### src/rtl/pipeline_subtractor.sv
// rtl/pipeline_subtractor.sv - 32-bit four-stage byte-sliced pipelined subtractor
//
// Purpose: computes d = a - b - bi (mod 2^32) one byte per stage, with
// borrow-out bo and optional signed overflow ovf. Latency 4 edges including
// capture, one operation per cycle, whole-pipeline stall on back-pressure.
//
// Optional feature: define PIPE_SUB_OVF_EN to compute ovf; otherwise ovf = 0.
//
// Ports:
//   clk        input   1   clock, rising edge
//   rst_n      input   1   asynchronous active-low reset
//   in_valid   input   1   a, b, bi carry an operation
//   in_ready   output  1   operation accepted this cycle (= advance enable)
//   a          input  32   minuend
//   b          input  32   subtrahend
//   bi         input   1   borrow in
//   out_valid  output  1   d, bo, ovf hold a completed result
//   out_ready  input   1   consumer takes the result this cycle
//   d          output 32   difference
//   bo         output  1   borrow out
//   ovf        output  1   signed overflow (0 unless PIPE_SUB_OVF_EN)

module pipeline_subtractor (
  input  logic        clk,
  input  logic        rst_n,
  input  logic        in_valid,
  output logic        in_ready,
  input  logic [31:0] a,
  input  logic [31:0] b,
  input  logic        bi,
  output logic        out_valid,
  input  logic        out_ready,
  output logic [31:0] d,
  output logic        bo,
  output logic        ovf
);

  // Stage 1: byte 0 result, carry into byte 1, a/b bytes 3..1
  logic        v1_q;
  logic [7:0]  s1_q;
  logic        c1_q;
  logic [23:0] a1_q, b1_q;
  // Stage 2: bytes 1..0 result, carry into byte 2, a/b bytes 3..2
  logic        v2_q;
  logic [15:0] s2_q;
  logic        c2_q;
  logic [15:0] a2_q, b2_q;
  // Stage 3: bytes 2..0 result, carry into byte 3, a/b byte 3 (holds sign bits)
  logic        v3_q;
  logic [23:0] s3_q;
  logic        c3_q;
  logic [7:0]  a3_q, b3_q;
  // Stage 4: output registers
  logic        v4_q;
  logic [31:0] d_q;
  logic        bo_q;

  logic        en;

  // Subtraction as a + ~b + carry; carry into byte 0 is the inverted borrow.
  logic [8:0]  byte0_d, byte1_d, byte2_d, byte3_d;

  assign byte0_d = {1'b0, a[7:0]}    + {1'b0, ~b[7:0]}    + {8'd0, ~bi};
  assign byte1_d = {1'b0, a1_q[7:0]} + {1'b0, ~b1_q[7:0]} + {8'd0, c1_q};
  assign byte2_d = {1'b0, a2_q[7:0]} + {1'b0, ~b2_q[7:0]} + {8'd0, c2_q};
  assign byte3_d = {1'b0, a3_q}      + {1'b0, ~b3_q}      + {8'd0, c3_q};

  // The whole pipe moves only when the output slot is free or being drained.
  assign en       = ~v4_q | out_ready;
  assign in_ready = en;

  always_ff @(posedge clk or negedge rst_n) begin
    if (!rst_n) begin
      v1_q <= 1'b0; s1_q <= '0; c1_q <= 1'b0; a1_q <= '0; b1_q <= '0;
      v2_q <= 1'b0; s2_q <= '0; c2_q <= 1'b0; a2_q <= '0; b2_q <= '0;
      v3_q <= 1'b0; s3_q <= '0; c3_q <= 1'b0; a3_q <= '0; b3_q <= '0;
      v4_q <= 1'b0; d_q  <= '0; bo_q <= 1'b0;
    end else if (en) begin
      // in_valid with en=1 is exactly an accepted operation; otherwise a bubble.
      v1_q <= in_valid;
      s1_q <= byte0_d[7:0];
      c1_q <= byte0_d[8];
      a1_q <= a[31:8];
      b1_q <= b[31:8];

      v2_q <= v1_q;
      s2_q <= {byte1_d[7:0], s1_q};
      c2_q <= byte1_d[8];
      a2_q <= a1_q[23:8];
      b2_q <= b1_q[23:8];

      v3_q <= v2_q;
      s3_q <= {byte2_d[7:0], s2_q};
      c3_q <= byte2_d[8];
      a3_q <= a2_q[15:8];
      b3_q <= b2_q[15:8];

      v4_q <= v3_q;
      d_q  <= {byte3_d[7:0], s3_q};
      bo_q <= ~byte3_d[8];
    end
  end

`ifdef PIPE_SUB_OVF_EN
  logic ovf_q;
  logic ovf_d;

  // Signs differ and the result sign departs from the minuend sign.
  assign ovf_d = (a3_q[7] != b3_q[7]) && (byte3_d[7] != a3_q[7]);

  always_ff @(posedge clk or negedge rst_n) begin
    if (!rst_n) begin
      ovf_q <= 1'b0;
    end else if (en) begin
      ovf_q <= ovf_d;
    end
  end

  assign ovf = ovf_q;
`else
  assign ovf = 1'b0;
`endif

  assign out_valid = v4_q;
  assign d         = d_q;
  assign bo        = bo_q;

endmodule

### config.mk
export PLATFORM = sky130hd
export DESIGN_NAME = pipeline_subtractor
export DESIGN_NICKNAME = d
export VERILOG_FILES = /design/src/rtl/pipeline_subtractor.sv
export SDC_FILE = /design/constraint.sdc
export NUM_CORES = 1
export LEC_CHECK = 0
export CAP_MARGIN = 20
export CORE_AREA = 2 2 159 161
export DETAILED_ROUTE_END_ITERATION = 10
export DIE_AREA = 0 0 161 163
export GPL_TIMING_DRIVEN = 0
export PLACE_DENSITY = 0.64
export SETUP_SLACK_MARGIN = 0.4
export SLEW_MARGIN = 20
export SYNTH_ARGS = -nofsm -noshare
export SYNTH_HDL_FRONTEND = slang
export SYNTH_SLANG_ARGS = --single-unit
### constraint.sdc
create_clock -name clk -period 2.4 [get_ports clk]
set_input_delay 0.6 -clock clk [delete_from_list [all_inputs] [get_ports clk]]
set_output_delay 0.6 -clock clk [all_outputs]
set_load 0.02 [all_outputs]
Figure 1. Supply network.
Scale bar: 50 um. Pins as bars on the die edge.
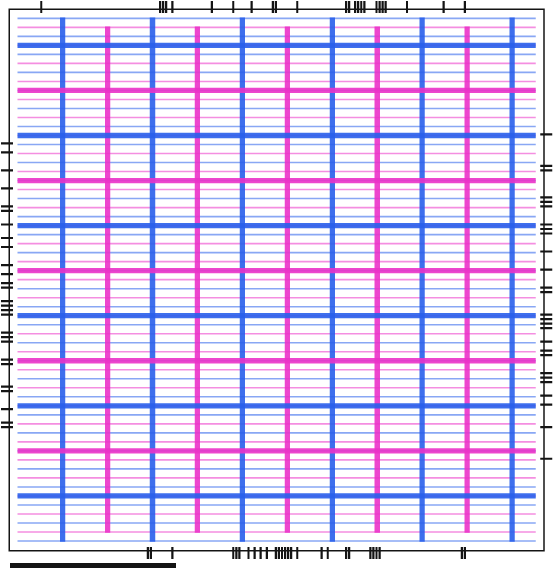
Magenta shows VDD. Blue shows VSS.
59 met1 rails follow the rows. 105 signal pins sit on the boundary. 11 straps on met5. 11 straps on met4. The core has 58 rows.

Figure 2. Placement by cell class.
Scale bar: 50 um.
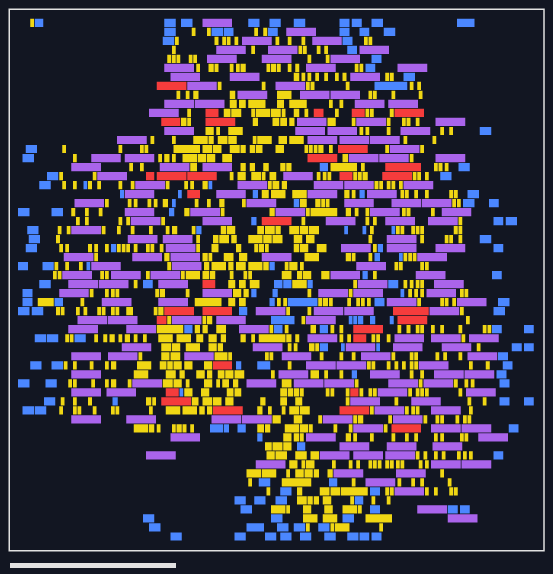
Red shows clock drivers and dummy loads, cells 32. Yellow shows combinational and other logic, cells 710. Blue shows other buffers and delay cells, cells 161. Purple shows flops, cells 184.

==> flow_summary.ini <==
; generated from flow reports
[status]
status = completed

[setup_path]
rr_worst_depth = 6
cp_cell_sequence = nor2b_4 -> inv_2 -> clkbuf_16 -> buf_12 -> buf_8
worst-setup-path-type = flop to output pin
regToRegSetupSlack_ns = 0.46
rr_endpoint = s2_q[12]$_DFFE_PN0P_
crit_slowest_cell = dfrtp_1
worstPathRequired_ns = 1.80
crit_fanout = 5
cp-start-kind = flop
rr_startpoint = b1_q[0]$_DFFE_PN0P_

[yosys]
synth_stat.cells = 939
synth-edff-count = 0
synth_area_per_cell_sq_um = 9.001
top_cell = nand2_1
async_reset_ff_share_pct = 100.0
synth_seq_share_pct = 54.48
synth_cell_types = 42
yosysWarnings = 0
logic_family = simple AND/OR/NAND/NOR gates
ys_chip_area_sq_um = 8452
xor_share_pct = 0.4145
top_area_share_pct = 54.48
ff_type = dfrtp_1
muxShareOfSynthArea_pct = 0.1184
fp_nets = 1044
synthCells = 939

[grt]
grt_use_met3_pct = 3.463
grt_max_degree = 100
grt_pass1_vias = 6601
grt_busiest_layer = met2
grt_use_met2_pct = 26.57
grt_pass1_wl_um = 34690
globalRouteMet1Util_pct = 23.92

[power]
power.leakage_nw = 5.337
irDropWorstVdd_mv = 0.5313
powerDensity_nw_per_um2 = 1330

[clock_network]
cts_tree = done
clock_latency_ns = 0.44
cts_buffers = 17
clockBufferDepth = 2
htree_levels = 4
ctsHoldBuffers = 0

[worst_hold_path]
hold_path.class = input port to asynchronous set/reset pin

[finish]
fin_nets = 1179
logic_gate_count = 659
logic_area_sq_um = 3500
fillers = 2509
clkbuf_count = 17
ff_count = 184
final-clk-cell-share_pct = 5.879
n_all_inverters = 51
regArea_sq_um = 4604
nonClockBufferCount = 161
largest_cell_class = registers

[routing]
routed-wl-met3_um = 1035
ant_nets = 0
wl_met2_um = 9608
dr.pass1.iters = 7
drt_first_iter_violations = 430
drc_errors = 0

[place]
gpl.final_weighted_congestion = 0.8622
io_buffers = 103
dp.cells = 1373

[final_timing]
rsz0062_at_grt = true
fin_setup_tns_ns = 0
fin_skew_ns = 0.009858
maxSlewHeadroom_pct = 54.43
fmax_mhz = 474.7
setup-violations-final = 0
worst_slew_pin_slew_ns = 0.6835
min_period_over_period_pct = 87.78

[die]
die_w_um = 161
n_tap_cell = 330
die_y_um = 163

[flow_run]
cap_violations = 0
Figure 3. Clock wires, drivers and flops.
Scale bar: 50 um.
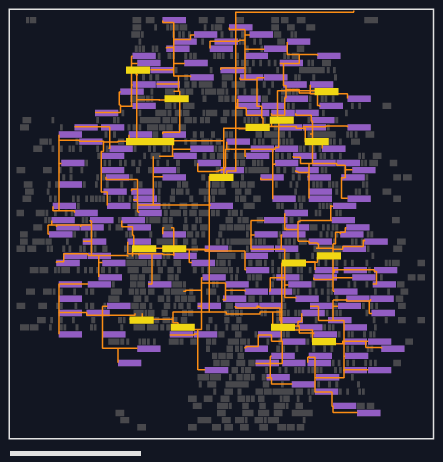
Purple shows flip-flops, count 184. Orange shows clock wires, length 2170 um. Yellow shows clock drivers, count 17.
Position of the flops: widely spread. There are 18 routed clock nets.

Figure 4. Signal wires by layer.
Two of the layers only.
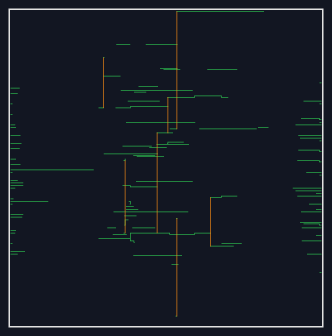
Orange shows metal 4, wire length 269 um. Green shows metal 3, wire length 1040 um.
via count: 6686
total track usage: 16.93%
WL/cell: 15.03 um
WL final: 21300 um

power breakdown:
| group | internal, mW | total (mW) | switching [mW] |
|---|---|---|---|
| sequential | 4.46 | 5.24 | 0.780 |
| clock | 1.60 | 2.95 | 1.35 |
| combinational | 2.49 | 6.04 | 3.56 |
flip-flops by register name, summed over array words and instances, names as in the netlist, 16 cells and up:
signal  count
s2_q       16
b2_q       16
s3_q       24
b1_q       24
a1_q       24
d          32
a2_q       16
placed cells by master (no fill, tap or decap), types with 10 or more instances in the layout:
cell,netlist,final
nor3_1,18,18
clkbuf_1,15,13
buf_4,2,14
nor2_1,17,17
inv_1,50,48
dfrtp_1,184,184
buf_2,22,21
clkbuf_16,0,18
a21oi_1,16,16
or3_1,16,16
o21a_1,15,15
clkdlybuf4s50_1,0,63
ha_1,28,27
dlygate4sd2_1,0,38
nand2_1,396,396
o21ai_0,39,39
o31ai_1,11,10
nand3_1,12,12
timing repair:
item	in CTS	in global routing
buffers inserted	6	6
resized	62	11
endpoints found under the setup margin	47	12
endpoints found under the hold margin	0	0
pin swaps	7	6
critical path, delay by kind of cell (launching register included):
kind / cells / cell delay, ns
DFF: 1 / 0.39
buffers and inverters: 4 / 0.46
and+or+nand+nor: 1 / 0.22
stage by stage:
| step | power (mW) | util (%) | setup slack [ns] | hold slack [ns] | instance area (sq um) |
|---|---|---|---|---|---|
| final | 14.24 | 43.39 | 0.2933 | 0.1483 | 10710 |
| after global routing | 15.39 | 43.39 | 0.2345 | 0.2053 | 10710 |
| after CTS | 14.21 | 43.06 | 0.2632 | 0.1848 | 10630 |
| after detailed placement | 11.32 | 40.26 | -1.019 | 0.4468 | 9933 |
| after global placement | 11.16 | 40.13 | -6.995 | 0.4410 | 9901 |
| after floorplan | 9.148 | - | 0.3419 | 0.3044 | 8457 |
No activity file was given, so power comes from the tool's default toggle rates.
